### Placed standard cells

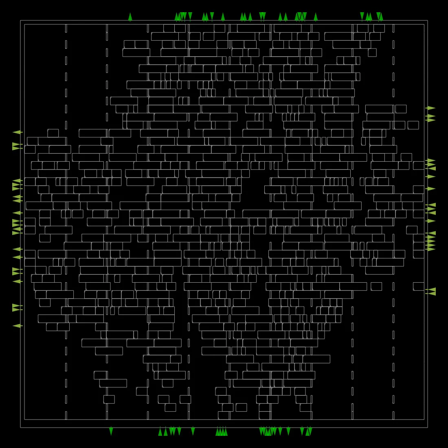
### Cell sizes after repair

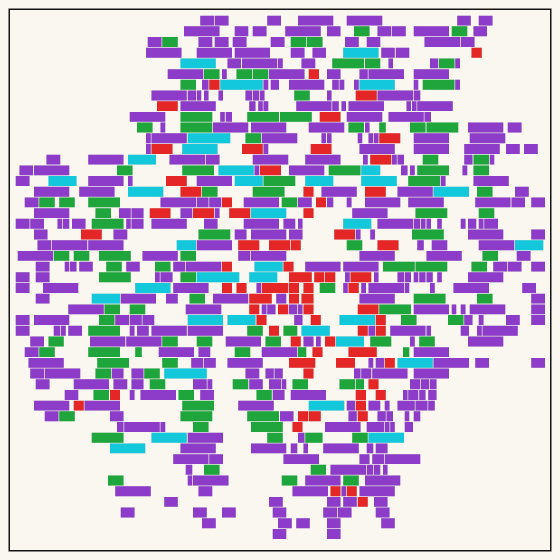
$ cat src/rtl/alu_issue_ctrl.sv
// rtl/alu_issue_ctrl.sv - instruction issue controller for the 16-bit combinational ALU
module alu_issue_ctrl #(
    parameter int WIDTH  = 16,
    parameter int SETTLE = 1
) (
    input  logic             clk,
    input  logic             rst_n,
    input  logic             in_valid,
    output logic             in_ready,
    input  logic [15:0]      instr,
    output logic [WIDTH-1:0] alu_a,
    output logic [WIDTH-1:0] alu_b,
    output logic [1:0]       alu_fun,
    input  logic [WIDTH-1:0] alu_z,
    output logic             res_valid,
    input  logic             res_ready,
    output logic [WIDTH-1:0] res_data,
    output logic             res_err
);

    typedef enum logic [1:0] {
        IDLE  = 2'd0,
        ISSUE = 2'd1,
        RESP  = 2'd2
    } state_t;

    // Counter preload: the ALU inputs are held SETTLE edges before alu_z is taken.
    localparam logic [3:0] CNT_INIT = 4'(SETTLE - 1);

    state_t           state;
    logic [WIDTH-1:0] rf [4];
    logic [3:0]       cnt;
    logic [1:0]       rd_q;

    logic [2:0]       op;
    logic [1:0]       rd;
    logic [1:0]       ra;
    logic [1:0]       rb;
    logic [7:0]       imm;
    logic [WIDTH-1:0] imm_ext;

    assign op      = instr[15:13];
    assign rd      = instr[12:11];
    assign ra      = instr[10:9];
    assign rb      = instr[8:7];
    assign imm     = instr[7:0];
    assign imm_ext = {{(WIDTH-8){1'b0}}, imm};

    // Only IDLE takes instructions; a response must drain before the next accept.
    assign in_ready = (state == IDLE);

    // Issue FSM, register file and registered ALU/result outputs.
    always_ff @(posedge clk or negedge rst_n) begin
        if (!rst_n) begin
            state     <= IDLE;
            for (int i = 0; i < 4; i++) begin
                rf[i] <= '0;
            end
            alu_a     <= '0;
            alu_b     <= '0;
            alu_fun   <= 2'b00;
            res_valid <= 1'b0;
            res_data  <= '0;
            res_err   <= 1'b0;
            cnt       <= '0;
            rd_q      <= '0;
        end else begin
            case (state)
                IDLE: begin
                    if (in_valid) begin
                        if (!op[2]) begin
                            // ALU op: operands captured now, so RD==RA/RB uses old values.
                            alu_a   <= rf[ra];
                            alu_b   <= rf[rb];
                            alu_fun <= op[1:0];
                            cnt     <= CNT_INIT;
                            rd_q    <= rd;
                            state   <= ISSUE;
                        end else begin
                            res_valid <= 1'b1;
                            state     <= RESP;
                            if (op[1]) begin
                                res_data <= '0;
                                res_err  <= 1'b1;
                            end else if (op[0]) begin
                                res_data <= rf[ra];
                                res_err  <= 1'b0;
                            end else begin
                                rf[rd]   <= imm_ext;
                                res_data <= imm_ext;
                                res_err  <= 1'b0;
                            end
                        end
                    end
                end
                ISSUE: begin
                    if (cnt != 4'd0) begin
                        cnt <= cnt - 4'd1;
                    end else begin
                        rf[rd_q]  <= alu_z;
                        res_data  <= alu_z;
                        res_err   <= 1'b0;
                        res_valid <= 1'b1;
                        state     <= RESP;
                    end
                end
                RESP: begin
                    if (res_ready) begin
                        res_valid <= 1'b0;
                        state     <= IDLE;
                    end
                end
                default: state <= IDLE;
            endcase
        end
    end

endmodule

$ cat config.mk
export PLATFORM = sky130hd
export DESIGN_NAME = alu_issue_ctrl
export DESIGN_NICKNAME = d
export VERILOG_FILES = /design/src/rtl/alu_issue_ctrl.sv
export SDC_FILE = /design/constraint.sdc
export NUM_CORES = 1
export LEC_CHECK = 0
export ABC_AREA = 0
export CELL_PAD_IN_SITES_DETAIL_PLACEMENT = 0
export CELL_PAD_IN_SITES_GLOBAL_PLACEMENT = 2
export CORE_UTILIZATION = 35
export CTS_CLUSTER_SIZE = 12
export DETAILED_ROUTE_END_ITERATION = 10
export PLACE_DENSITY = 0.84
export SKIP_LAST_GASP = 1
export SLEW_MARGIN = 20
export SYNTH_ARGS = -nofsm -noshare
export SYNTH_HDL_FRONTEND = slang
export SYNTH_SLANG_ARGS = --single-unit
$ cat constraint.sdc
create_clock -name clk -period 2.25 [get_ports clk]
set_input_delay 0.45 -clock clk [delete_from_list [all_inputs] [get_ports clk]]
set_output_delay 0.45 -clock clk [all_outputs]
set_load 0.05 [all_outputs]
==> Changelog: implementation <==
### Changed

- Number of primary I/O pins: 89
- R2r startpoint: cnt[0]
- Register share of the cell area: 36.3%
- Top area contributor share: 48.4%
- Number of levels the H-tree was split into: 4
- Global-route wire length before repair: 28000 um
- Type of the most critical hold path: in -> async
- Number of flip-flops under the largest register name: 64
- Post-synthesis instance area: 0.00641 sq mm
- Routability Congestion: 0.806
- Largest register by flop count: rf
- Seq pwr: 3.48 mW
- Maximum buffer depth of the clock tree: 2
- Most used standard cells in the synthesized netlist: sky130_fd_sc_hd__dfrtp_1, sky130_fd_sc_hd__mux2_2, sky130_fd_sc_hd__nor2_1
- Crit start category: flip-flop
- Final setup viols: 0
- Top cells by area, synth: sky130_fd_sc_hd__dfrtp_1, sky130_fd_sc_hd__mux2_2, sky130_fd_sc_hd__mux4_2
- Cell Count Post-Placement: 821
- Simple-Gate Fraction of Synth Area: 8.22%
- Num Clock Sinks: 124
- Count of inserted tapcells: 229
- Data-path buffer share of cell area in the final layout: 16.6%
- Cell type taking the most area: sequential cells
- Number of antenna diodes: 0
- Status: finished, final reports clean
- PnR worst setup slack: 0.181 ns
- Core Region: 0.0180 sq mm
- Pin count of the biggest net entering global routing: 47
- Least-Margin Pin Slew: 0.508 ns
## Picture notes: 'Placed standard cells'
final std cells w/o fill: 854
Util after Layout: 47.6%

## Picture notes: 'Cell sizes after repair'
legend:
  x6 and larger:
    colour: cyan
    cells: 35
    share: 5.6%
  x3 and x4:
    colour: red
    cells: 74
    share: 12%
  x1 and smaller:
    colour: purple
    cells: 405
    share: 65%
  x2:
    colour: green
    cells: 111
    share: 18%

Power is estimated from default activity; no workload was simulated.
